`src/rtl/risc_core_hs_if.sv`:
```
// rtl/risc_core_hs_if.sv - ROM fetch and data RAM req/valid(ack) buses for risc_core_hs
interface risc_core_hs_if #(
  parameter int DATA_W = 16,
  parameter int PC_W   = 6,
  parameter int ADDR_W = 6
);
  logic              rom_req;
  logic [PC_W-1:0]   rom_addr;
  logic [15:0]       rom_data;
  logic              rom_valid;
  logic              ram_req;
  logic              ram_we;
  logic [ADDR_W-1:0] ram_addr;
  logic [DATA_W-1:0] ram_wdata;
  logic [DATA_W-1:0] ram_rdata;
  logic              ram_ack;

  modport master (
    output rom_req, rom_addr, ram_req, ram_we, ram_addr, ram_wdata,
    input  rom_data, rom_valid, ram_rdata, ram_ack
  );

  modport slave (
    input  rom_req, rom_addr, ram_req, ram_we, ram_addr, ram_wdata,
    output rom_data, rom_valid, ram_rdata, ram_ack
  );
endinterface

```
`src/rtl/risc_core_hs.sv`:
```
// rtl/risc_core_hs.sv - multi-cycle 16-register core with handshaked ROM fetch and RAM load/store
module risc_core_hs #(
  parameter int DATA_W = 16,
  parameter int PC_W   = 6,
  parameter int ADDR_W = 6
) (
  input  logic            clk_main,
  input  logic            reset,
  risc_core_hs_if.master  bus,
  output logic            retire,
  output logic            halted,
  output logic [PC_W-1:0] pc_out
);
  typedef enum logic [1:0] {FETCH, EXEC, MEM, HALT} state_t;

  state_t            state;
  logic [PC_W-1:0]   pc;
  logic [15:0]       ir;
  logic [DATA_W-1:0] regs [16];
  logic              z;
  logic              rom_req_q;
  logic              ram_req_q;
  logic              ram_we_q;
  logic              retire_q;
  logic              halted_q;

  logic [3:0]        op;
  logic [3:0]        dr;
  logic [3:0]        sa;
  logic [3:0]        sb;
  logic [7:0]        imm8;
  logic [DATA_W-1:0] a;
  logic [DATA_W-1:0] b;
  logic [DATA_W-1:0] res;
  logic              wr_en;
  logic              z_en;

  assign op   = ir[15:12];
  assign dr   = ir[11:8];
  assign sa   = ir[7:4];
  assign sb   = ir[3:0];
  assign imm8 = ir[7:0];
  assign a    = regs[sa];
  assign b    = regs[sb];

  always_comb begin
    res   = '0;
    wr_en = 1'b1;
    z_en  = 1'b1;
    case (op)
      4'h1:    res = a + b;
      4'h2:    res = a - b;
      4'h3:    res = a & b;
      4'h4:    res = a | b;
      4'h5:    res = a ^ b;
      4'h6:    res = a << 1;
      4'h7:    res = a >> 1;
      4'h8:    res = DATA_W'(imm8);
      4'hD: begin
        res  = a;
        z_en = 1'b0;
      end
      default: begin
        wr_en = 1'b0;
        z_en  = 1'b0;
      end
    endcase
  end

  // Requests are masked by reset so an in-flight access drops in the reset cycle itself
  assign bus.rom_req   = rom_req_q & ~reset;
  assign bus.rom_addr  = pc;
  assign bus.ram_req   = ram_req_q & ~reset;
  assign bus.ram_we    = ram_we_q & ~reset;
  assign bus.ram_addr  = a[ADDR_W-1:0];
  assign bus.ram_wdata = b;
  assign retire        = retire_q & ~reset;
  assign halted        = halted_q & ~reset;
  assign pc_out        = pc;

  always_ff @(posedge clk_main) begin
    if (reset) begin
      state     <= FETCH;
      pc        <= '0;
      ir        <= '0;
      z         <= 1'b0;
      rom_req_q <= 1'b1;
      ram_req_q <= 1'b0;
      ram_we_q  <= 1'b0;
      retire_q  <= 1'b0;
      halted_q  <= 1'b0;
      for (int i = 0; i < 16; i++) regs[i] <= '0;
    end else begin
      retire_q <= 1'b0;
      case (state)
        FETCH: begin
          if (bus.rom_valid) begin
            ir        <= bus.rom_data;
            pc        <= pc + PC_W'(1);
            rom_req_q <= 1'b0;
            state     <= EXEC;
          end
        end
        EXEC: begin
          if (op == 4'h9 || op == 4'hA) begin
            ram_req_q <= 1'b1;
            ram_we_q  <= (op == 4'hA);
            state     <= MEM;
          end else if (op == 4'hF) begin
            retire_q <= 1'b1;
            halted_q <= 1'b1;
            state    <= HALT;
          end else begin
            if (wr_en) regs[dr] <= res;
            if (z_en) z <= (res == '0);
            // pc already points past this instruction, so the branch is relative to pc+1
            if (op == 4'hB && z) pc <= pc + PC_W'($signed(imm8));
            if (op == 4'hC) pc <= PC_W'(imm8);
            retire_q  <= 1'b1;
            rom_req_q <= 1'b1;
            state     <= FETCH;
          end
        end
        MEM: begin
          if (bus.ram_ack) begin
            if (!ram_we_q) begin
              regs[dr] <= bus.ram_rdata;
              z        <= (bus.ram_rdata == '0);
            end
            ram_req_q <= 1'b0;
            ram_we_q  <= 1'b0;
            retire_q  <= 1'b1;
            rom_req_q <= 1'b1;
            state     <= FETCH;
          end
        end
        HALT: begin
          halted_q <= 1'b1;
        end
      endcase
    end
  end
endmodule

```
`src/flat_wrapper.sv`:
```
// flat-port wrapper written by rule: the top's interface ports become plain ports
module risc_core_hs_flat 
#(
  parameter int DATA_W = 16,
  parameter int PC_W   = 6,
  parameter int ADDR_W = 6
)
  (clk_main, reset, retire, halted, pc_out, bus_rom_req, bus_rom_addr, bus_ram_req, bus_ram_we, bus_ram_addr, bus_ram_wdata, bus_rom_data, bus_rom_valid, bus_ram_rdata, bus_ram_ack);
  risc_core_hs_if #(.DATA_W(DATA_W), .PC_W(PC_W), .ADDR_W(ADDR_W)) bus_i ();
  input  logic clk_main;
  input  logic reset;
  output logic retire;
  output logic halted;
  output logic [PC_W-1:0] pc_out;
  output wire logic [$bits(bus_i.rom_req)-1:0] bus_rom_req;
  output wire logic [$bits(bus_i.rom_addr)-1:0] bus_rom_addr;
  output wire logic [$bits(bus_i.ram_req)-1:0] bus_ram_req;
  output wire logic [$bits(bus_i.ram_we)-1:0] bus_ram_we;
  output wire logic [$bits(bus_i.ram_addr)-1:0] bus_ram_addr;
  output wire logic [$bits(bus_i.ram_wdata)-1:0] bus_ram_wdata;
  input wire logic [$bits(bus_i.rom_data)-1:0] bus_rom_data;
  input wire logic [$bits(bus_i.rom_valid)-1:0] bus_rom_valid;
  input wire logic [$bits(bus_i.ram_rdata)-1:0] bus_ram_rdata;
  input wire logic [$bits(bus_i.ram_ack)-1:0] bus_ram_ack;
  assign bus_rom_req = bus_i.rom_req;
  assign bus_rom_addr = bus_i.rom_addr;
  assign bus_ram_req = bus_i.ram_req;
  assign bus_ram_we = bus_i.ram_we;
  assign bus_ram_addr = bus_i.ram_addr;
  assign bus_ram_wdata = bus_i.ram_wdata;
  assign bus_i.rom_data = bus_rom_data;
  assign bus_i.rom_valid = bus_rom_valid;
  assign bus_i.ram_rdata = bus_ram_rdata;
  assign bus_i.ram_ack = bus_ram_ack;
  risc_core_hs #(.DATA_W(DATA_W), .PC_W(PC_W), .ADDR_W(ADDR_W)) u_core (.clk_main(clk_main), .reset(reset), .bus(bus_i), .retire(retire), .halted(halted), .pc_out(pc_out));
endmodule
```
`config.mk`:
```
export PLATFORM = sky130hd
export DESIGN_NAME = risc_core_hs_flat
export DESIGN_NICKNAME = d
export VERILOG_FILES = /design/src/rtl/risc_core_hs_if.sv /design/src/rtl/risc_core_hs.sv /design/src/flat_wrapper.sv
export SDC_FILE = /design/constraint.sdc
export NUM_CORES = 1
export LEC_CHECK = 0
export ABC_AREA = 1
export CORE_ASPECT_RATIO = 1.1
export CORE_MARGIN = 2
export CORE_UTILIZATION = 50
export DETAILED_ROUTE_END_ITERATION = 8
export GPL_ROUTABILITY_DRIVEN = 0
export MAX_ROUTING_LAYER = met4
export PLACE_DENSITY = 0.68
export SYNTH_ARGS = -nofsm -noshare
export SYNTH_HDL_FRONTEND = slang
export SYNTH_SLANG_ARGS = --single-unit
```
`constraint.sdc`:
```
create_clock -name clk_main -period 6.24 [get_ports clk_main]
set_input_delay 1.248 -clock clk_main [delete_from_list [all_inputs] [get_ports clk_main]]
set_output_delay 1.248 -clock clk_main [all_outputs]
set_load 0.005 [all_outputs]
```
Cell classes on the final placement:
(2 px per um)
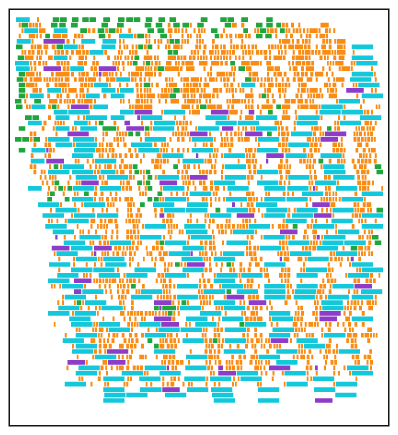
| class | colour | cells | share of their area |
|---|---|---|---|
| clock drivers and dummy loads | purple | 64 | 5.9% |
| combinational and other logic | orange | 2053 | 47% |
| remaining buffers and delay cells | green | 137 | 6.0% |
| sequential cells | cyan | 294 | 41% |

Routed metal per tile:
(2 px per um) 19 x 21 tiles, from dark purple (low) to yellow (high), scaled to the fullest tile. Values are wire area over tile area, all layers added.
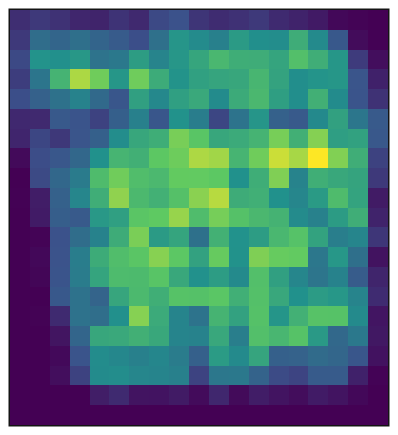
tiles over half the peak: 41%
densest ninth of the die: centre
mean over tiles: 0.29
fullest tile: 0.73

==> flow_summary.yaml <==
# flow metrics
run_status:
  status: "finished clean"
worst_setup_path:
  slowest_delay_ps: 610
floorplanning:
  die_x_um: 189.0
logic_synthesis:
  adder_share: 0.04069
  synth-xor-area-share: 0.008842
  syn_area_um2: 18820
  synthAoiAreaFrac: 0.1042
  ys_cells: 2503
finish:
  n_all_inverters: 292
  lay_top_cells: "nand2_1, nor2_1, nand3_1"
routing:
  drc: 0
clock_network:
  cts_setup_buffers: 0
  cts_max_level: 2
pwr:
  leakage_uw: 0.008746
  pg_seq_uw: 2300
placed_design:
  place_area_um2: 19910
  dp_cells: 2978
sta:
  fin_skew_ps: 29.98
  tightest_slew_ps: 1325
  timing.final.ws_setup_ps: 782.1
  setup_tns_ps: 0
Drive-strength map:
(1.5 px per um)
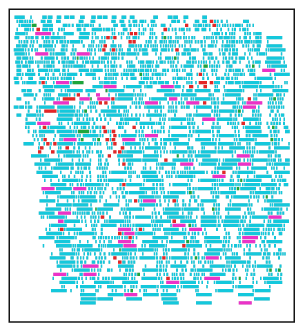
| size | colour | cells | share | most used |
|---|---|---|---|---|
| _2 cells | green | 34 | 1.3% | or2_2 |
| _0 and _1 cells | cyan | 2400 | 94% | nand2_1 |
| _3 and _4 cells | red | 67 | 2.6% | buf_4 |
| _6 and larger | magenta | 47 | 1.8% | clkbuf_16 |

No activity file was given, so power comes from the tool's default toggle rates.
